--- config.mk ---
export PLATFORM = sky130hd
export DESIGN_NAME = ps2_kb_rx
export DESIGN_NICKNAME = d
export VERILOG_FILES = /design/src/rtl/ps2_kb_rx.sv
export SDC_FILE = /design/constraint.sdc
export NUM_CORES = 1
export LEC_CHECK = 0
export CAP_MARGIN = 0
export CORE_MARGIN = 4
export CORE_UTILIZATION = 30
export CTS_BUF_LIST = sky130_fd_sc_hd__clkbuf_8
export DETAILED_ROUTE_END_ITERATION = 10
export GPL_TIMING_DRIVEN = 0
export PLACE_DENSITY_LB_ADDON = 0.25
export SYNTH_ARGS = -nofsm -noshare
export SYNTH_HDL_FRONTEND = slang
export SYNTH_SLANG_ARGS = --single-unit
--- constraint.sdc ---
create_clock -name clock -period 4.96 [get_ports clock]
set_input_delay 0.496 -clock clock [delete_from_list [all_inputs] [get_ports clock]]
set_output_delay 0.496 -clock clock [all_outputs]
set_load 0.03 [all_outputs]
--- src/rtl/ps2_kb_rx.sv ---
// PS/2 keyboard receiver: frame decoder, make/break/extended tagging, scan-code FIFO and WASD tracking.
// Define PS2_KB_TIMEOUT_EN to abort partial frames after TIMEOUT_CYCLES without a PS/2 clock edge.
module ps2_kb_rx #(
    parameter int FIFO_DEPTH     = 4,
    parameter int TIMEOUT_CYCLES = 50000
) (
    input  logic       clock,
    input  logic       reset,
    input  logic       ps2_clk,
    input  logic       ps2_data,
    input  logic       rd_en,
    output logic       code_valid,
    output logic [9:0] code_data,
    output logic       overflow,
    output logic       frame_err,
    output logic [3:0] keys_held,
    output logic [2:0] dir
);

    localparam int AW = $clog2(FIFO_DEPTH);

    typedef enum logic [1:0] {IDLE, DATA, PARITY, STOP} state_t;

    function automatic logic odd_parity_ok(input logic [7:0] b, input logic p);
        return ^{b, p};
    endfunction

    function automatic logic [3:0] key_update(input logic [3:0] keys, input logic [7:0] code,
                                              input logic release_key);
        logic [3:0] mask;
        mask = 4'b0000;
        case (code)
            8'h1D:   mask = 4'b1000;
            8'h1B:   mask = 4'b0100;
            8'h1C:   mask = 4'b0010;
            8'h23:   mask = 4'b0001;
            default: mask = 4'b0000;
        endcase
        return release_key ? (keys & ~mask) : (keys | mask);
    endfunction

    // Stage p0/p1: synchronisers; p2: previous synced clock for falling-edge detect
    logic ps2_clk_p0, ps2_clk_p1, ps2_clk_p2;
    logic ps2_data_p0, ps2_data_p1;

    always_ff @(posedge clock) begin
        if (reset) begin
            ps2_clk_p0  <= 1'b1;
            ps2_clk_p1  <= 1'b1;
            ps2_clk_p2  <= 1'b1;
            ps2_data_p0 <= 1'b1;
            ps2_data_p1 <= 1'b1;
        end else begin
            ps2_clk_p0  <= ps2_clk;
            ps2_clk_p1  <= ps2_clk_p0;
            ps2_clk_p2  <= ps2_clk_p1;
            ps2_data_p0 <= ps2_data;
            ps2_data_p1 <= ps2_data_p0;
        end
    end

    logic fall;
    logic bit_in;
    assign fall   = ps2_clk_p2 & ~ps2_clk_p1;
    assign bit_in = ps2_data_p1;

    state_t     state;
    logic [2:0] bit_cnt;
    logic [7:0] shift;
    logic       ext;
    logic       brk;
    logic       timeout;

    logic frame_done;
    logic is_prefix;
    logic push;
    assign frame_done = fall && (state == STOP) && bit_in;
    assign is_prefix  = (shift == 8'hE0) || (shift == 8'hF0);
    assign push       = frame_done && !is_prefix;

`ifdef PS2_KB_TIMEOUT_EN
    localparam int TMO_W = $clog2(TIMEOUT_CYCLES + 1);
    logic [TMO_W-1:0] tmo_cnt;

    always_ff @(posedge clock) begin
        if (reset || (state == IDLE) || fall) begin
            tmo_cnt <= '0;
        end else begin
            tmo_cnt <= tmo_cnt + 1'b1;
        end
    end

    assign timeout = (state != IDLE) && !fall && (tmo_cnt == TMO_W'(TIMEOUT_CYCLES - 1));
`else
    // Without the timeout the receiver waits indefinitely for the next edge.
    assign timeout = (TIMEOUT_CYCLES < 0);
`endif

    always_ff @(posedge clock) begin
        if (reset) begin
            state     <= IDLE;
            bit_cnt   <= 3'd0;
            shift     <= 8'h00;
            ext       <= 1'b0;
            brk       <= 1'b0;
            frame_err <= 1'b0;
            keys_held <= 4'b0000;
        end else begin
            frame_err <= 1'b0;
            if (timeout) begin
                state     <= IDLE;
                frame_err <= 1'b1;
                ext       <= 1'b0;
                brk       <= 1'b0;
            end else if (fall) begin
                case (state)
                    IDLE: begin
                        if (!bit_in) begin
                            state   <= DATA;
                            bit_cnt <= 3'd0;
                        end
                    end
                    DATA: begin
                        shift   <= {bit_in, shift[7:1]};
                        bit_cnt <= bit_cnt + 3'd1;
                        if (bit_cnt == 3'd7) state <= PARITY;
                    end
                    PARITY: begin
                        if (odd_parity_ok(shift, bit_in)) begin
                            state <= STOP;
                        end else begin
                            state     <= IDLE;
                            frame_err <= 1'b1;
                        end
                    end
                    STOP: begin
                        state <= IDLE;
                        if (!bit_in) begin
                            frame_err <= 1'b1;
                        end else if (shift == 8'hE0) begin
                            ext <= 1'b1;
                        end else if (shift == 8'hF0) begin
                            brk <= 1'b1;
                        end else begin
                            ext <= 1'b0;
                            brk <= 1'b0;
                            if (!ext) keys_held <= key_update(keys_held, shift, brk);
                        end
                    end
                    default: state <= IDLE;
                endcase
            end
        end
    end

    // Scan-code FIFO: extra pointer bit separates full from empty
    logic [AW:0] wr_ptr, rd_ptr;
    logic [9:0]  mem [FIFO_DEPTH];
    logic        empty, full, pop, accept;

    assign empty  = (wr_ptr == rd_ptr);
    assign full   = (wr_ptr[AW] != rd_ptr[AW]) && (wr_ptr[AW-1:0] == rd_ptr[AW-1:0]);
    assign pop    = rd_en && !empty;
    assign accept = push && (!full || pop);

    always_ff @(posedge clock) begin
        if (reset) begin
            wr_ptr   <= '0;
            rd_ptr   <= '0;
            overflow <= 1'b0;
        end else begin
            if (accept) wr_ptr <= wr_ptr + 1'b1;
            if (pop)    rd_ptr <= rd_ptr + 1'b1;
            if (push && !accept) overflow <= 1'b1;
        end
    end

    always_ff @(posedge clock) begin
        if (accept) mem[wr_ptr[AW-1:0]] <= {brk, ext, shift};
    end

    assign code_valid = !empty;
    assign code_data  = empty ? 10'h000 : mem[rd_ptr[AW-1:0]];

    always_comb begin
        dir = 3'd0;
        if (keys_held[3])      dir = 3'd3;
        else if (keys_held[2]) dir = 3'd4;
        else if (keys_held[1]) dir = 3'd1;
        else if (keys_held[0]) dir = 3'd2;
    end

endmodule

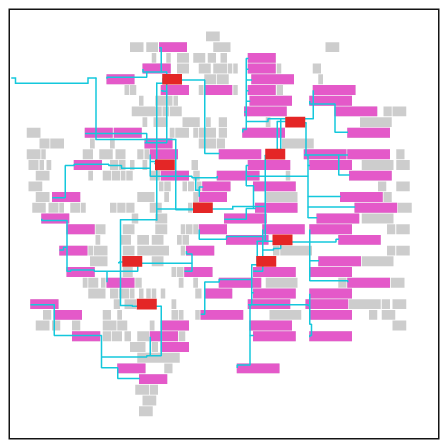
Figure 1: clock distribution.
[magenta] flip-flops | count: 74
[cyan] clock wires | length: 900 um
[red] clock drivers | count: 9
routed clock nets	10

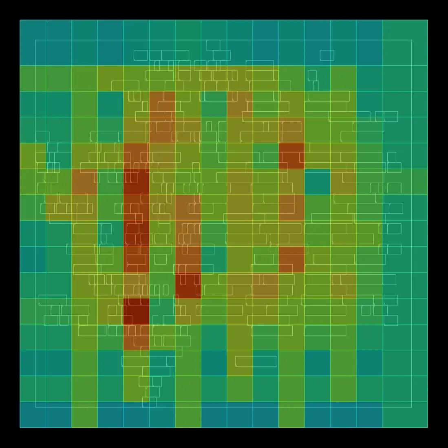
Figure 2: track usage over the die.
GRT Max-Usage Layer: met2
met2 global-route usage: 0.1686
fin util: 0.3712

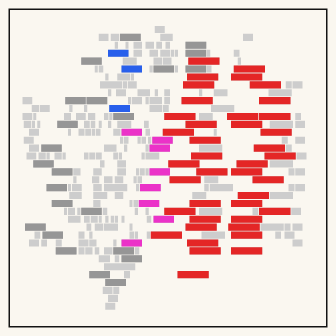
Figure 3: sequential cells grouped by signal name.
Other sequential cells in the stronger grey, the rest of the logic in the fainter grey.
colour	name in the netlist	sequential cells
blue	`wr_ptr`	3
magenta	`shift`	8
red	`mem`	40
not coloured	23

==> impl_metrics.csv <==
group,metric,value,unit
synthesis,ys.flops,74,
timing,setup_viol,0,
timing,max_freq,351.6,MHz
routing,drt_iter0_markers,55,
final_layout,instances_no_fill,408,
min_path,min_to,"bit_in",
timing,fin_ws,2116,ps
routing,wl_met2,2648,um
worst_setup_path,r2r_slack,2660,ps
timing,slew-limit-headroom,0.3713,
grt,grt_pass1_wl,9432,um
clock_tree,postCtsSetupRepairBufs,0,
floorplanning,coreArea,9819,um^2
routing,ant_nets,0,
synthesis,synthesis.area,3043,um^2
synthesis,ys_seq_frac,0.6184,
power_and_ir_drop,p_seq_frac,0.586,
worst_setup_path,reg2reg_to,"mem[0][7]",
routing,vias,1800,
floorplanning,ioPinCount,25,
floorplanning,die_w,108.7,um
grt,grt_antenna_before_repair,0,
min_path,hold_class,"reg2reg",
worst_setup_path,rr_worst_depth,4,
synthesis,ys_top_cells_by_area,"edfxtp_1 (39%), dfxtp_1 (22%), mux4_2 (7.4%)",
worst_setup_path,endpoint,"code_data[3]",
routing,remaining_drc_errors,0,
final_layout,fillCellCount,1005,
synthesis,synthFlopType,"edfxtp_1",
routing,drt_wl_total,5556,um
clock_tree,postCtsHoldBufs,0,
power_and_ir_drop,comb_power_share,0.012,
clock_tree,cts_buffers,9,
timing,worstMarginPinSlew,936.0,ps
timing,finalHoldViolCount,0,
power_and_ir_drop,power_density,300.3,nW/um^2
outcome,status,"finished, final reports clean",
final_layout,lay_top_count,"edfxtp_1",
synthesis,syn_avg_cell_area,12.95,um^2
clock_tree,htreeDepth,3,
final_layout,stdcell_area,3645,um^2
worst_setup_path,startpoint,"wr_ptr[0]",
final_layout,finalNetCount,282,
clock_tree,cts_tree,"built",
timing,tns,0,ps
final_layout,syn_to_final_growth,19.78,%
final_layout,final_cell_mix,"edfxtp_1 (40), dfxtp_1 (34), clkdlybuf4s50_1 (24)",
routing,wl_met1,2610,um
worst_setup_path,critPathLaunchType,"flip-flop",
power_and_ir_drop,power,1095,uW
timing,finalCritPeriodShare,0.5733,
synthesis,fp_nets,247,
timing,rsz0062_at_grt,"false",
routing,drtPass1Iterations,4,
place,portBuffers,24,
routing,highest_layer,"met4",
synthesis,synth_top_cell_by_count,"edfxtp_1",
floorplanning,fp-row-count,36,
grt,grt_max_degree,13,
routing,wl_per_cell,13.62,um
synthesis,yosysWarnings,0,
place,placed_area,3458,um^2
synthesis,top_cell_area_share,0.3947,
min_path,hp-start,"ps2_data_p0",
final_layout,drive_above_1_share,0.1273,
floorplanning,die_h,108.7,um
power_and_ir_drop,p_leak,0.001248,uW
min_path,min_path_cells,1,
job,maxCapViolCount,0,
clock_tree,cts_root_buffer,"clkbuf_8",
routing,via_per_inst,4.412,
floorplanning,die-area,11820,um^2
worst_setup_path,crit_required,4460,ps
timing,fin_crit,2844,ps
job,warnings,29,
[power by group through the flow]
| stage | sequential (uW) | clock (uW) | combinational (uW) |
|---|---|---|---|
| final | 641 | 440 | 13.7 |
| after global routing | 641 | 484 | 15.3 |
| after CTS | 641 | 455 | 14.0 |
| after detailed placement | 655 | 0 | 14.0 |
| after global placement | 655 | 0 | 13.9 |
| after floorplan | 655 | 0 | 7.71 |
[sequential cells by signal, summed over array words and instances, names as in the netlist, named ones only]
name         flops
brk              1
wr_ptr           3
frame_err        1
ps2_clk_p1       1
rd_ptr           3
ps2_data_p0      1
ext              1
bit_cnt          3
shift            8
overflow         1
bit_in           1
mem             40
state            2
ps2_clk_p2       1
ps2_clk_p0       1
[logic make-up after synthesis]
group           synth area share
simple gates              0.1435
flops                     0.6184
compound gates           0.05510
buf+inv                  0.02220
xor+xnor                 0.04482
mux                      0.08717
fa+ha+maj                0.02878
[per-layer routing]
| metal | global-route usage | up-vias |
|---|---|---|
| li1 | - | 910 |
| met1 | 0.1341 | 840 |
| met2 | 0.1686 | 38 |
| met3 | 0.02250 | 12 |
| met4 | 0.05410 | 0 |
| met5 | 0 | - |
[cell type report]
type	count	area, um^2	area share
flip-flops and latches	74	1882	0.5163
inverters	7	26.28	0.007209
clock buffers	9	123.9	0.03399
clock inverters	7	62.56	0.01716
plain buffers	10	41.29	0.01133
repair buffers	24	240.2	0.06591
well taps	133	166.4	0.04566
multi-input cells	144	1102	0.3024
[worst max-delay path, cell delays in order, from the launching register on]
cell and delay, ps:
dfxtp_1 440, xor2_1 200, or3_1 190, clkbuf_1 310, and2_1 190, clkdlybuf4s50_1 670
Power is estimated from default activity; no workload was simulated.
